[config.mk]
export PLATFORM = sky130hd
export DESIGN_NAME = corr_sequencer
export DESIGN_NICKNAME = d
export VERILOG_FILES = /design/src/rtl/corr_sequencer.sv
export SDC_FILE = /design/constraint.sdc
export NUM_CORES = 1
export LEC_CHECK = 0
export CORE_MARGIN = 4
export CORE_UTILIZATION = 45
export DETAILED_ROUTE_END_ITERATION = 16
export GPL_TIMING_DRIVEN = 0
export PLACE_DENSITY = 0.86
export SETUP_SLACK_MARGIN = 0.3
export SYNTH_ARGS = -nofsm -noshare
export SYNTH_HDL_FRONTEND = slang
export SYNTH_SLANG_ARGS = --single-unit
[constraint.sdc]
create_clock -name aclk -period 2.45 [get_ports aclk]
set_input_delay 0.245 -clock aclk [delete_from_list [all_inputs] [get_ports aclk]]
set_output_delay 0.245 -clock aclk [all_outputs]
set_load 0.05 [all_outputs]
[src/rtl/corr_sequencer.sv]
// Frame sequencer for the correlator: loads F1, loads F2, processes, then sends,
// with per-stage timeout, abort, sticky error flags and shared-BRAM ownership.
//
// state      | meaning
// -----------+-----------------------------------------------
// S_IDLE     | waiting for a run request on cfg_valid/cfg_ready
// S_LOAD_F1  | F1 loader running, owns BRAM
// S_LOAD_F2  | F2 loader running, owns BRAM
// S_PROCESS  | processor running, owns BRAM
// S_SEND     | result sender running, BRAM released
module corr_sequencer #(
  parameter int unsigned TIMEOUT_CYCLES = 65535
) (
  input  logic        aclk,
  input  logic        aresetn,
  input  logic [12:0] cfg_n,
  input  logic        cfg_valid,
  output logic        cfg_ready,
  input  logic        abort,
  input  logic        err_clear,
  output logic        recv1_start,
  output logic        recv2_start,
  output logic        proc_start,
  output logic        send_start,
  input  logic        recv1_done,
  input  logic        recv2_done,
  input  logic        proc_done,
  input  logic        send_done,
  output logic [12:0] n_out,
  output logic [1:0]  bram_owner,
  output logic        busy,
  output logic        frame_done,
  output logic [15:0] frame_cnt,
  output logic        timeout_err,
  output logic        cfg_err
);

  typedef enum logic [2:0] {
    S_IDLE,
    S_LOAD_F1,
    S_LOAD_F2,
    S_PROCESS,
    S_SEND
  } state_t;

  localparam int CNT_W = (TIMEOUT_CYCLES > 2) ? $clog2(TIMEOUT_CYCLES) : 1;
  localparam logic TMO_EN = (TIMEOUT_CYCLES != 0);
  localparam logic [CNT_W-1:0] CNT_LAST = CNT_W'(TIMEOUT_CYCLES - 1);

  state_t           state_q, state_d;
  logic [CNT_W-1:0] cnt_q, cnt_d;

  logic        cfg_ready_q, cfg_ready_d;
  logic [3:0]  start_q, start_d;
  logic [12:0] n_q, n_d;
  logic [1:0]  owner_q, owner_d;
  logic        busy_q, busy_d;
  logic        fdone_q, fdone_d;
  logic [15:0] frame_cnt_q, frame_cnt_d;
  logic        tmo_q, tmo_d;
  logic        cerr_q, cerr_d;

  logic accept;
  logic stage_done;
  logic tmo_hit;
  logic entering;

  // State register and per-stage cycle counter
  always_ff @(posedge aclk or negedge aresetn) begin
    if (!aresetn) begin
      state_q <= S_IDLE;
      cnt_q   <= '0;
    end else begin
      state_q <= state_d;
      cnt_q   <= cnt_d;
    end
  end

  // Next-state logic; done is ignored in a stage's start cycle and abort has top priority
  always_comb begin
    accept     = (state_q == S_IDLE) && cfg_valid && cfg_ready_q && !abort;
    stage_done = 1'b0;
    case (state_q)
      S_LOAD_F1: stage_done = recv1_done && !start_q[0];
      S_LOAD_F2: stage_done = recv2_done && !start_q[1];
      S_PROCESS: stage_done = proc_done && !start_q[2];
      S_SEND:    stage_done = send_done && !start_q[3];
      default:   stage_done = 1'b0;
    endcase
    tmo_hit = TMO_EN && (state_q != S_IDLE) && (cnt_q == CNT_LAST);

    state_d = state_q;
    case (state_q)
      S_IDLE: begin
        if (accept && (cfg_n != '0)) state_d = S_LOAD_F1;
      end
      default: begin
        if (abort) begin
          state_d = S_IDLE;
        end else if (stage_done) begin
          case (state_q)
            S_LOAD_F1: state_d = S_LOAD_F2;
            S_LOAD_F2: state_d = S_PROCESS;
            S_PROCESS: state_d = S_SEND;
            default:   state_d = S_IDLE;
          endcase
        end else if (tmo_hit) begin
          state_d = S_IDLE;
        end
      end
    endcase

    entering = (state_d != state_q);
    cnt_d    = (entering || (state_d == S_IDLE)) ? '0 : cnt_q + CNT_W'(1);
  end

  // Output logic: next values of the registered outputs, derived from the next state
  always_comb begin
    start_d = 4'b0000;
    if (entering) begin
      case (state_d)
        S_LOAD_F1: start_d[0] = 1'b1;
        S_LOAD_F2: start_d[1] = 1'b1;
        S_PROCESS: start_d[2] = 1'b1;
        S_SEND:    start_d[3] = 1'b1;
        default:   start_d = 4'b0000;
      endcase
    end

    case (state_d)
      S_LOAD_F1: owner_d = 2'd1;
      S_LOAD_F2: owner_d = 2'd2;
      S_PROCESS: owner_d = 2'd3;
      default:   owner_d = 2'd0;
    endcase

    busy_d      = (state_d != S_IDLE);
    n_d         = (accept && (cfg_n != '0)) ? cfg_n : n_q;
    fdone_d     = (state_q == S_SEND) && stage_done && !abort;
    frame_cnt_d = frame_cnt_q + 16'(fdone_d);
    tmo_d       = ((state_q != S_IDLE) && !abort && !stage_done && tmo_hit) || (tmo_q && !err_clear);
    cerr_d      = (accept && (cfg_n == '0)) || (cerr_q && !err_clear);
    cfg_ready_d = (state_d == S_IDLE) && !tmo_d && !abort;
  end

  always_ff @(posedge aclk or negedge aresetn) begin
    if (!aresetn) begin
      cfg_ready_q <= 1'b0;
      start_q     <= 4'b0000;
      n_q         <= '0;
      owner_q     <= 2'd0;
      busy_q      <= 1'b0;
      fdone_q     <= 1'b0;
      frame_cnt_q <= '0;
      tmo_q       <= 1'b0;
      cerr_q      <= 1'b0;
    end else begin
      cfg_ready_q <= cfg_ready_d;
      start_q     <= start_d;
      n_q         <= n_d;
      owner_q     <= owner_d;
      busy_q      <= busy_d;
      fdone_q     <= fdone_d;
      frame_cnt_q <= frame_cnt_d;
      tmo_q       <= tmo_d;
      cerr_q      <= cerr_d;
    end
  end

  assign cfg_ready   = cfg_ready_q;
  assign recv1_start = start_q[0];
  assign recv2_start = start_q[1];
  assign proc_start  = start_q[2];
  assign send_start  = start_q[3];
  assign n_out       = n_q;
  assign bram_owner  = owner_q;
  assign busy        = busy_q;
  assign frame_done  = fdone_q;
  assign frame_cnt   = frame_cnt_q;
  assign timeout_err = tmo_q;
  assign cfg_err     = cerr_q;

endmodule

**Routed metal, one color a layer**

Only two layers are drawn.
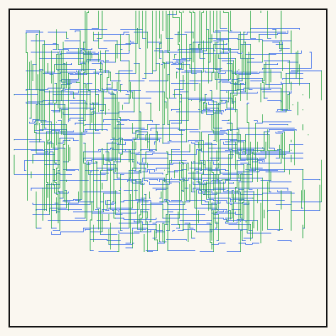
layer	color	wire length
met1	blue	2670 um
met2	green	3410 um

**A small window of the routed layout**

Region (2, 45) to (42, 85) um. Cells in gray, sequential cells in the stronger gray; small squares are vias.
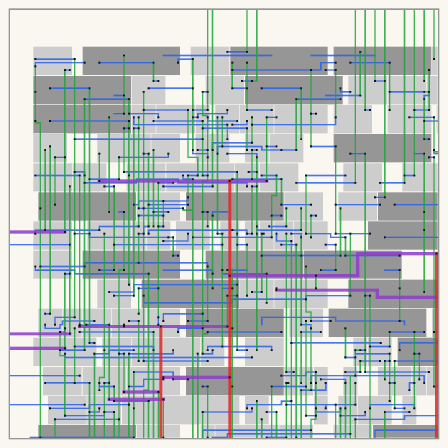
layer	color
met1	blue
met3	purple
met2	green
met4	red
netlist names of flops here include	frame_cnt (12), n_out (4), cnt_q (2)
cells with their middle in the window	94
most frequent	dfrtp_1 (19), clkdlybuf4s50_1 (17), xnor2_1 (11)
sequential cells in the window	19

==> impl_metrics.json <==
{
  "clock_area_share_pct": 5.33,
  "flop-count": 59,
  "critPathKind": "flip-flop to flip-flop",
  "synthTopCellsByArea": "dfrtp_1 54%, xnor2_1 4.8%, mux2_4 4.4%",
  "seqPwrFrac_pct": 40.3,
  "whs_ns": 0.395,
  "synthTopCellsByCount": "59 x dfrtp_1, 30 x nor2_1, 17 x nand2_1",
  "status": "finished clean",
  "mux_share_pct": 6.43,
  "setup.worst_path.start": "state_q[1]",
  "clkbuf_count": 11,
  "ys_cells": 231,
  "seq_area_um2": 1480,
  "report.final.slew_viol_count": 0,
  "die_w_um": 86.1,
  "top_cell_area_share_pct": 53.8,
  "combinationalPower_uw": 680,
  "synth_area_um2": 2740,
  "nFillCells": 407,
  "cts_setup_buffers": 11,
  "synthMostInstantiatedCell": "dfrtp_1",
  "clkTransAtPathRegs_ns": 0.06,
  "crit_chain": "buf_6, nor4b_4, inv_2, nor4_4, ha_2, buf_4, nand3_4, nor2_4, nand3_4, nor3_2, xor2_1",
  "pwr_density_cell_nw_per_um2": 695,
  "fp_util_pct": 46.3,
  "first_iter_violations": 94,
  "combPwrFrac_pct": 24.9,
  "syn_area_per_cell_um2": 11.9,
  "nNonClkInverters": 6,
  "comb_cells": 160,
  "grt_pass1_wl_um": 10600,
  "rsz0062_at_grt": "yes",
  "cts_resized": 13,
  "pwr-share-clk_pct": 34.7
}
state kept, by name, indices dropped and copies added, names as in the netlist:
register	flops
cnt_q	16
timeout_err	1
n_out	13
frame_done	1
cfg_ready	1
start_q	4
frame_cnt	16
state_q	3
bram_owner	2
busy	1
cfg_err	1
worst max-delay path: cells and delay by family (launching register included):
family	cells	cell delay, ns
flops	1	0.39
buf+inv	3	0.34
xor+xnor	1	0.15
simple gates	6	1.09
fa+ha+maj	1	0.28
metal layers:
metal	up-vias	GRT usage (%)
met5	-	0
li1	983	-
met2	63	31.4
met1	1025	21.5
met3	15	6.44
met4	0	8.20
Power is estimated from default activity; no workload was simulated.
